--- src/rtl/gemm_tile_scheduler.sv ---
// Tile-loop sequencer for the 16x16 int8 systolic array: walks m/n/k tiles
// and handshakes with loader, array, accumulator and C writeback.
module gemm_tile_scheduler #(
    parameter int DIM_W = 8,
    parameter int CNT_W = 24
) (
    input  logic             i_clk,
    input  logic             i_arst_n,
    input  logic             i_start,
    input  logic             i_abort,
    input  logic [DIM_W-1:0] i_mTiles,
    input  logic [DIM_W-1:0] i_kTiles,
    input  logic [DIM_W-1:0] i_nTiles,
    output logic             o_busy,
    output logic             o_done,
    output logic             o_err,
    output logic             o_fetchValid,
    input  logic             i_fetchReady,
    output logic [DIM_W-1:0] o_tileM,
    output logic [DIM_W-1:0] o_tileK,
    output logic [DIM_W-1:0] o_tileN,
    input  logic             i_tileLoaded,
    output logic             o_saValid,
    input  logic             i_saValid,
    output logic             o_accEn,
    output logic             o_accFirst,
    output logic             o_accLast,
    output logic             o_wbValid,
    input  logic             i_wbReady,
    output logic [CNT_W-1:0] o_tileCount
);

    typedef enum logic [2:0] {
        S_IDLE,
        S_FETCH,
        S_WAIT_LD,
        S_ISSUE,
        S_COMPUTE,
        S_ACC,
        S_WB,
        S_DONE
    } state_t;

    localparam logic [DIM_W-1:0] D_ONE = 1;
    localparam logic [CNT_W-1:0] C_ONE = 1;

    state_t           state, state_n;
    logic [DIM_W-1:0] m_tiles, k_tiles, n_tiles;
    logic [DIM_W-1:0] m_tiles_n, k_tiles_n, n_tiles_n;
    logic [DIM_W-1:0] m_n, k_n, n_n;
    logic [CNT_W-1:0] cnt_n;
    logic             err_n;
    logic             dims_ok, k_last, n_last, m_last;

    logic busy_n, done_n, fetch_n, sa_n, acc_n, first_n, last_n, wb_n;

    assign dims_ok = (|i_mTiles) && (|i_kTiles) && (|i_nTiles);
    assign k_last  = (o_tileK == k_tiles - D_ONE);
    assign n_last  = (o_tileN == n_tiles - D_ONE);
    assign m_last  = (o_tileM == m_tiles - D_ONE);

    always_comb begin
        state_n   = state;
        m_tiles_n = m_tiles;
        k_tiles_n = k_tiles;
        n_tiles_n = n_tiles;
        m_n       = o_tileM;
        k_n       = o_tileK;
        n_n       = o_tileN;
        cnt_n     = o_tileCount;
        err_n     = o_err;
        unique case (state)
            S_IDLE: begin
                if (i_start) begin
                    if (dims_ok) begin
                        m_tiles_n = i_mTiles;
                        k_tiles_n = i_kTiles;
                        n_tiles_n = i_nTiles;
                        m_n       = '0;
                        k_n       = '0;
                        n_n       = '0;
                        cnt_n     = '0;
                        err_n     = 1'b0;
                        state_n   = S_FETCH;
                    end else begin
                        err_n   = 1'b1;
                        state_n = S_DONE;
                    end
                end
            end
            S_FETCH: begin
                if (i_fetchReady) state_n = S_WAIT_LD;
            end
            S_WAIT_LD: begin
                if (i_tileLoaded) begin
                    cnt_n   = o_tileCount + C_ONE;
                    state_n = S_ISSUE;
                end
            end
            S_ISSUE: state_n = S_COMPUTE;
            S_COMPUTE: begin
                if (i_saValid) state_n = S_ACC;
            end
            S_ACC: begin
                if (k_last) begin
                    state_n = S_WB;
                end else begin
                    k_n     = o_tileK + D_ONE;
                    state_n = S_FETCH;
                end
            end
            S_WB: begin
                if (i_wbReady) begin
                    if (m_last && n_last) begin
                        state_n = S_DONE;
                    end else begin
                        k_n     = '0;
                        state_n = S_FETCH;
                        if (n_last) begin
                            n_n = '0;
                            m_n = o_tileM + D_ONE;
                        end else begin
                            n_n = o_tileN + D_ONE;
                        end
                    end
                end
            end
            S_DONE: state_n = S_IDLE;
            default: state_n = S_IDLE;
        endcase
        // abort freezes indices and count where they stand
        if (i_abort && state != S_IDLE && state != S_DONE) begin
            state_n = S_IDLE;
            m_n     = o_tileM;
            k_n     = o_tileK;
            n_n     = o_tileN;
            cnt_n   = o_tileCount;
        end
    end

    always_comb begin
        busy_n  = (state_n != S_IDLE);
        done_n  = (state_n == S_DONE);
        fetch_n = (state_n == S_FETCH);
        sa_n    = (state_n == S_ISSUE);
        acc_n   = (state_n == S_ACC);
        wb_n    = (state_n == S_WB);
        first_n = acc_n && (k_n == '0);
        last_n  = acc_n && (k_n == k_tiles_n - D_ONE);
    end

    always_ff @(posedge i_clk or negedge i_arst_n) begin
        if (!i_arst_n) begin
            state        <= S_IDLE;
            m_tiles      <= '0;
            k_tiles      <= '0;
            n_tiles      <= '0;
            o_tileM      <= '0;
            o_tileK      <= '0;
            o_tileN      <= '0;
            o_tileCount  <= '0;
            o_err        <= 1'b0;
            o_busy       <= 1'b0;
            o_done       <= 1'b0;
            o_fetchValid <= 1'b0;
            o_saValid    <= 1'b0;
            o_accEn      <= 1'b0;
            o_accFirst   <= 1'b0;
            o_accLast    <= 1'b0;
            o_wbValid    <= 1'b0;
        end else begin
            state        <= state_n;
            m_tiles      <= m_tiles_n;
            k_tiles      <= k_tiles_n;
            n_tiles      <= n_tiles_n;
            o_tileM      <= m_n;
            o_tileK      <= k_n;
            o_tileN      <= n_n;
            o_tileCount  <= cnt_n;
            o_err        <= err_n;
            o_busy       <= busy_n;
            o_done       <= done_n;
            o_fetchValid <= fetch_n;
            o_saValid    <= sa_n;
            o_accEn      <= acc_n;
            o_accFirst   <= first_n;
            o_accLast    <= last_n;
            o_wbValid    <= wb_n;
        end
    end

endmodule

--- config.mk ---
export PLATFORM = sky130hd
export DESIGN_NAME = gemm_tile_scheduler
export DESIGN_NICKNAME = d
export VERILOG_FILES = /design/src/rtl/gemm_tile_scheduler.sv
export SDC_FILE = /design/constraint.sdc
export NUM_CORES = 1
export LEC_CHECK = 0
export ABC_AREA = 0
export CAP_MARGIN = 40
export CORE_ASPECT_RATIO = 1.4
export CORE_UTILIZATION = 50
export DETAILED_ROUTE_END_ITERATION = 10
export MAX_ROUTING_LAYER = met4
export PLACE_DENSITY = 0.8
export SETUP_SLACK_MARGIN = 0.02
export SLEW_MARGIN = 20
export SYNTH_ARGS = -nofsm -noshare
export SYNTH_HDL_FRONTEND = slang
export SYNTH_SLANG_ARGS = --single-unit
--- constraint.sdc ---
create_clock -name i_clk -period 10.9 [get_ports i_clk]
set_input_delay 2.725 -clock i_clk [delete_from_list [all_inputs] [get_ports i_clk]]
set_output_delay 2.725 -clock i_clk [all_outputs]
set_load 0.1 [all_outputs]
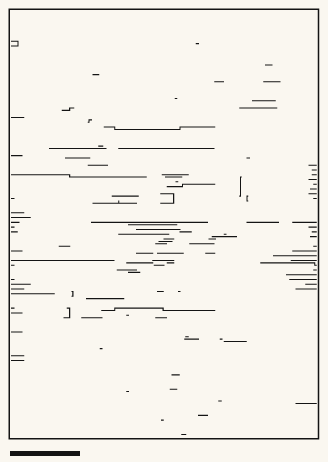
Fig. 1. Metal 3 (run 1).
The bar under the picture is 20 um long.
nets with wire on the layer: 86
main direction: horizontal
wire length on this layer: 656 um
longest straight run: 33.1 um

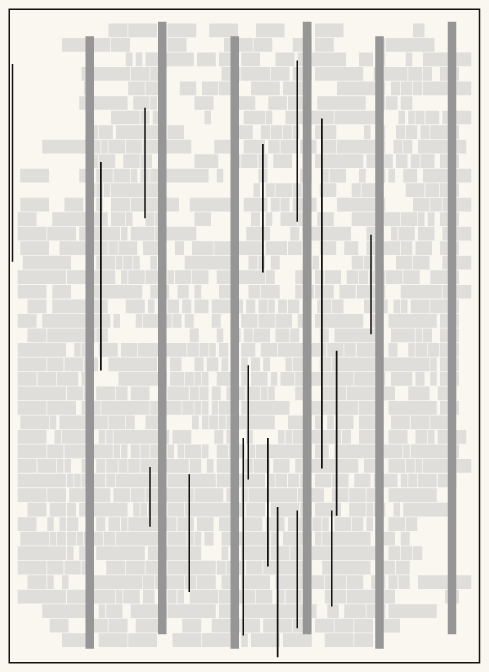
Fig. 2. Met4 routing (run 1).
Supply wires on this layer in grey. Cells faint in the background.
wire length on this layer: 445 um
main direction: vertical
nets with wire on the layer: 15

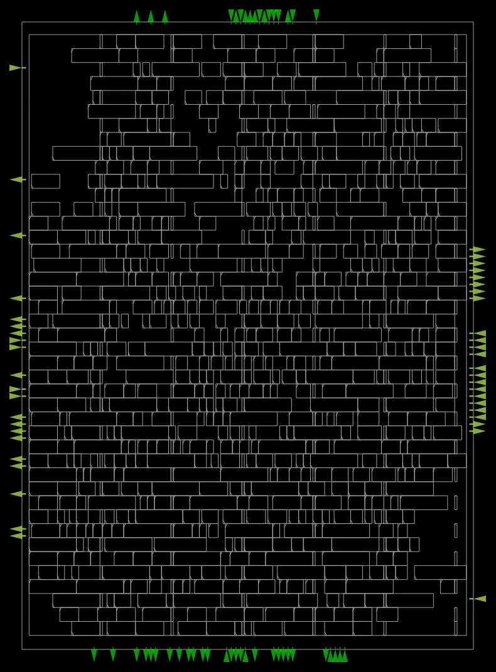
Fig. 3. Placed standard cells (run 1).
share of the final layout cell area in sequential cells: 28.5%
core outline area: 9950 um^2
number of fill cells in the layout: 695

==> impl.org, run 1 <==
#+TITLE: Flow metrics

** Run status
- The run finished with clean final reports.

** Cells and area
- N_diodes :: 0
- Net total in the final layout :: 762

** Routing
- The detailed router finished its first iteration with 441 violations.
- WL final :: 15200 um
- In the routed design, unresolved DRC markers number 0.
- Once detail routing completed, the nets flagged for antenna violations numbered 0.

** Synth
- Number of flops mapped to enable cells by yosys :: 0
- Total number of yosys warnings :: 0
- Yosys reports the multiplexer fraction of the synthesized area as 4.93%.
- The post-synth register bit count is 84.
- At floorplan, the net count of the design was reported as 619.
- Parity-gate share of the synthesized area counting xor and xnor cells :: 11.0%
- Counting flops with an async set or reset pin after synthesis yields a share of 100%.
- Sequential share of the synthesized area :: 40.8%
- Top cells by area, synth :: sky130_fd_sc_hd__dfrtp_1, sky130_fd_sc_hd__xnor2_1, sky130_fd_sc_hd__nor2_1
- In the synthesized netlist the dominant register cell turns out to be sky130_fd_sc_hd__dfrtp_1.

** Placed design
- Port bufs :: 88
- Instance area at placement :: 7060 um^2

** Pwr
- The highest supply drop recorded on VDD is 178 uV.
- Power share of the combinational group :: 50.3%
- Overall power consumption :: 0.00160 W
- The report lists the power per cell area as 217 nW/um^2.

** Floorplanning
- Vertical extent of the die :: 122 um

** GRT
- Recorded from the global router log, the overflow total was 0.
- The number of global-route vias before repair was 5052.
- Per the GRT log, the top usage layer is met2.

** CTS
- The root buffer cell chosen for the clock tree is sky130_fd_sc_hd__clkbuf_16.

** Worst hold path
- Hold Path Origin :: m_tiles[7]

** Critical path
- The signal on the critical path passes through clkdlybuf4s50_1 > nor2_1 > nand3_1 > nand3_1 > nor2_4 > buf_4 > nor2_1 > a21oi_1 > ha_1 > o2111ai_1 > xor2_1 > xor2_1 > o2111ai_1 > a2111oi_1.
- Cell depth of the worst setup path :: 14
- End of the worst register-to-register path :: o_accLast
- R2R setup slack :: 6.79 ns

** STA
- Setup repair after global routing missed its margin :: no
- Total negative slack for setup checks :: 0 ns
- Maximum clock skew at final layout :: 0.00998 ns
run 1: stage by stage:
stage	cells	worst slack, ns
2_1_floorplan	579	5.56
3_5_place_dp	845	4.89
6_report	862	5.07
3_3_place_gp	787	4.96
5_1_grt	862	4.76
4_1_cts	861	5.10
run 1: synth_stat cells, drive strengths merged (5+ instances only):
cell / count
dfrtp: 84
nor2: 66
nand2: 48
inv: 41
xnor2: 39
o21ai: 30
xor2: 26
a21oi: 24
nand3: 23
nor3: 23
mux2: 19
nor4: 18
clkbuf: 13
and3: 9
nand4: 9
ha: 8
or3: 7
a21o: 6
o2111ai: 6
and2: 5
nand2b: 5
nor2b: 5
o31ai: 5
or2: 5
run 1: layout make-up:
cell class                 count  area (um^2)  share of cell area (%)
timing repair buffer         149         1810                    24.5
multi-input combinational    437         2830                    38.4
sequential                    84         2100                    28.5
clock inverter                 5         60.1                   0.815
tap                          135          169                    2.29
inverter                      41          154                    2.09
clock buffer                  11          243                    3.30
run 1: cell families (layout without fill, tap and decap cells):
group,Yosys count,in the layout
flops,84,84
simple gates,233,233
xor+xnor,65,65
buf+inv,58,206
compound gates,108,108
mux,23,23
fa+ha+maj,8,8
run 1: state kept, by name (all words and copies together) (netlist names), 3 cells and up:
| name | count |
|---|---|
| k_tiles | 8 |
| m_tiles | 8 |
| n_tiles | 8 |
| o_tileCount | 24 |
| o_tileK | 8 |
| o_tileM | 8 |
| o_tileN | 8 |
| state | 3 |
run 1: power groups by stage:
stage	logic, W	registers (W)	clock network [W]
6_report	0.000804	0.000482	0.000314
5_1_grt	0.000863	0.000494	0.000329
4_1_cts	0.000802	0.000480	0.000316
3_5_place_dp	0.000793	0.000484	0
3_3_place_gp	0.000708	0.000480	0
2_1_floorplan	0.000456	0.000572	0
--- run 2 (diff from run 1) ---
--- a/config.mk
+++ b/config.mk
@@ -8,10 +8,10 @@
 export ABC_AREA = 0
 export CAP_MARGIN = 40
 export CORE_ASPECT_RATIO = 1.4
-export CORE_UTILIZATION = 50
+export CORE_UTILIZATION = 49
 export DETAILED_ROUTE_END_ITERATION = 10
 export MAX_ROUTING_LAYER = met4
-export PLACE_DENSITY = 0.8
+export PLACE_DENSITY = 0.82
 export SETUP_SLACK_MARGIN = 0.02
 export SLEW_MARGIN = 20
 export SYNTH_ARGS = -nofsm -noshare
==> constraint.sdc (replaced) <==
create_clock -name i_clk -period 5.3 [get_ports i_clk]
set_input_delay 1.325 -clock i_clk [delete_from_list [all_inputs] [get_ports i_clk]]
set_output_delay 1.325 -clock i_clk [all_outputs]
set_load 0.1 [all_outputs]
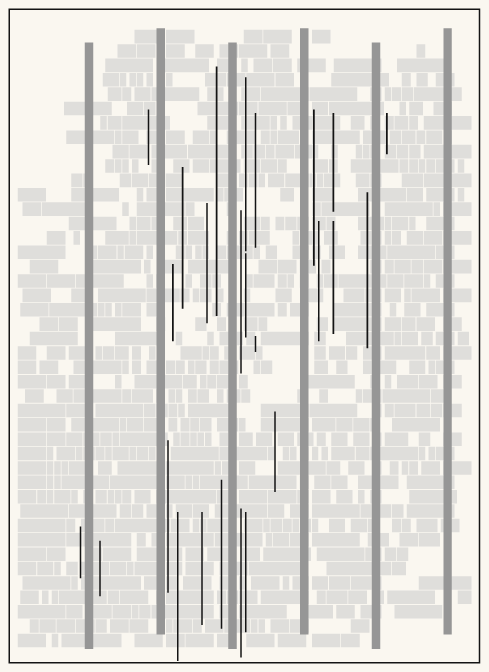
Fig. 4. Met4 routing (run 2).
Supply wires on this layer in grey. Cells faint in the background.
nets with wire on the layer: 22
longest straight run: 46.9 um

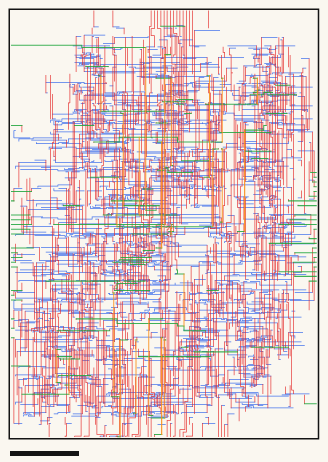
Fig. 5. Wiring by layer (run 2).
The bar under the picture is 20 um long.
legend:
  M2:
    colour: red
    wire_length: 8210 um
  M3:
    colour: green
    wire_length: 778 um
  M1:
    colour: blue
    wire_length: 6050 um
  M4:
    colour: orange
    wire_length: 545 um

==> run 2 against run 1 <==
Against the previous run:
- largest power group unchanged
- critical path type unchanged
- non-clock buffer count unchanged
- clock skew grew 0.00063 ns
- power up 100%
- clock-buffer cell count up 2
- first-iteration DRC count shrank 25%
- global-route usage grew 0.63 points
- synthesized cell count unchanged
==> impl.org, run 2 <==
#+TITLE: Flow metrics

** Routing
- DRC Markers :: 0 (unchanged)
- The detailed-route wire length is 15600 um (+2.2%).
- The antenna violation net count after detailed routing was 0 (unchanged).
- The iteration-0 DRC count of the detailed router is 331 (-25%).

** Pwr
- The peak ir drop on the vdd network was 474 uV (+170%).
- The power per standard cell area came to 439 nW/um^2 (+100%).

** Cells and area
- The final cell count without fillers came to 862 (unchanged).
- The number of nets at the end of the flow came to 762 (unchanged).
- The flip-flop count of the largest register, all copies and words added was 24 (unchanged).
- The flow measured a signed area growth from synthesis to layout of 42.6%.
- The number of diodes came to 0 (unchanged).
- Largest register by flop count :: o_tileCount
- Post-route cell area :: 7350 um^2

** Synth
- List of most frequent post-synthesis cells :: sky130_fd_sc_hd__dfrtp_1, sky130_fd_sc_hd__nor2_1, sky130_fd_sc_hd__nand2_1
- The number of enable flip-flop cells was 0 (unchanged).
- Top cells by area, synth :: sky130_fd_sc_hd__dfrtp_1, sky130_fd_sc_hd__xnor2_1, sky130_fd_sc_hd__nor2_1
- The post-synthesis share of cell area spent on xor and xnor gates was 11.0% (unchanged).
- Sequential share of the synthesized area :: 40.8% (unchanged)
- Share of synthesized registers carrying an async set or reset :: 100% (unchanged)
- Total of flip-flops plus latches after synthesis :: 84 (unchanged)
- The portion of netlist area occupied by mux cells is 4.93% (unchanged).
- Post-Synthesis Net Count :: 619 (unchanged)
- Total number of yosys warnings :: 0 (unchanged)
- Area fraction in full adders, half adders and majority gates :: 1.94%
- Synthesized area :: 5150 um^2
- Gate count after technology mapping :: 579
- Library cell with the highest instance count after synthesis :: sky130_fd_sc_hd__dfrtp_1
- Among all flip-flop cells after synthesis, the most frequent one is sky130_fd_sc_hd__dfrtp_1.

** Floorplanning
- The height of the die was 123 um (+1.0%).

** GRT
- The overall overflow remaining after global route was 0 (unchanged).
- The number of global-route vias before repair was 5190 (+2.7%).

** STA
- Highest clock frequency the design can meet :: 240 MHz
- Total negative slack for setup checks :: 0 ns (unchanged)
- The final worst setup slack was 1.13 ns (-3.94 ns).
- The worst clock skew on the final layout was 0.0106 ns (+0.000629 ns).
- Setup repair after global routing missed its margin :: no

** Run status
- The run finished with clean final reports.

** CTS
- The H-tree was split into 3 levels.
- CTS Root Buffer Type :: sky130_fd_sc_hd__clkbuf_16

** Placed design
- Port bufs :: 88 (unchanged)
- The number of placed instances, taps included came to 846 (+0.12%).
- The placement-stage cell area came to 7090 um^2 (+0.43%).
- Post-Place Worst Slack :: 0.824 ns (-4.07 ns)

** Critical path
- The report lists the cells along the critical path as clkdlybuf4s50_1 > nor4_1 > nand2_1 > nand2_1 > nor2_4 > a21oi_1 > ha_1 > o2111ai_1 > xor2_1 > xor2_1 > o2111ai_1 > a2111oi_1.
- Buffer and inverter count on the worst path :: 1
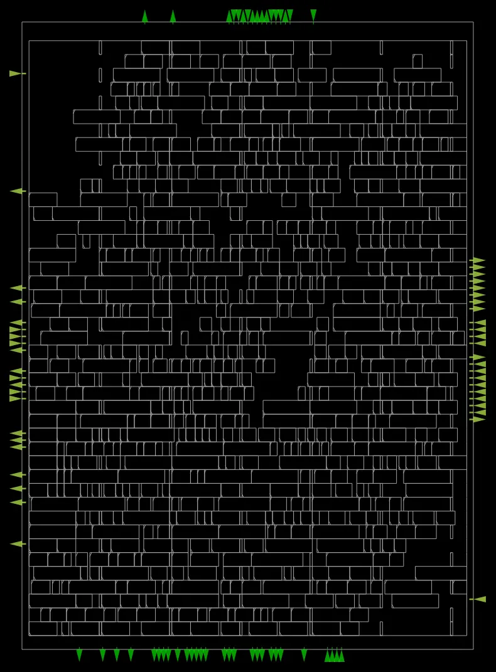
Fig. 6. Placed standard cells (run 2).
Flops: 84
share of the final layout cell area in sequential cells: 28.6%

-- run 2: power breakdown --
part           switching [W]  internal (W)
Combinational        0.00100      0.000663
Clock               0.000257      0.000319
Sequential          0.000209      0.000780
-- run 2: per-stage QoR --
| stage | hold slack [ns] | utilization [%] | total power [W] |
|---|---|---|---|
| after floorplan | 0.501 | - | 0.00211 |
| after global routing | 0.548 | 73.1 | 0.00342 |
| after detailed placement | 0.492 | 70.5 | 0.00264 |
| after global placement | 0.487 | 61.1 | 0.00244 |
| after CTS | 0.506 | 73.1 | 0.00322 |
| final | 0.496 | 73.1 | 0.00323 |
-- run 2: cell families after synthesis --
logic type / after synthesis
simple gates: 233
xor+xnor: 65
mux: 23
compound gates: 108
fa+ha+maj: 8
flops: 84
buf+inv: 58
-- run 2: final cells by class --
class | count | area, um^2
Fill cell | 686 | 2710
Timing Repair Buffer | 149 | 1830
Tap cell | 135 | 169
Clock buffer | 13 | 240
Clock inverter | 3 | 23.8
Inverter | 41 | 154
Multi-Input combinational cell | 437 | 2830
Sequential cell | 84 | 2100
-- run 2: layer usage --
metal	track usage, %	wire length (um)	vias to the layer above
li1	-	-	2334
met1	35.4	6050	2437
met2	55.0	8210	194
met3	5.41	777	51
met4	13.6	545	0
met5	-	0	-
-- run 2: path summary, 6_finish.rpt --
| check | from | to | slack (ns) | cells past startpoint |
|---|---|---|---|---|
| max in group asynchronous | i_arst_n | o_accFirst | 3.73 | 2 |
| min reg2reg | o_err | o_err | 0.50 | 2 |
| max | i_mTiles[5] | o_accLast | 1.13 | 12 |
| min | o_err | o_err | 0.50 | 2 |
| max reg2reg | n_tiles[0] | o_accLast | 1.46 | 12 |
| min in group asynchronous | i_arst_n | m_tiles[3] | 0.95 | 1 |
No activity file was given, so power comes from the tool's default toggle rates.
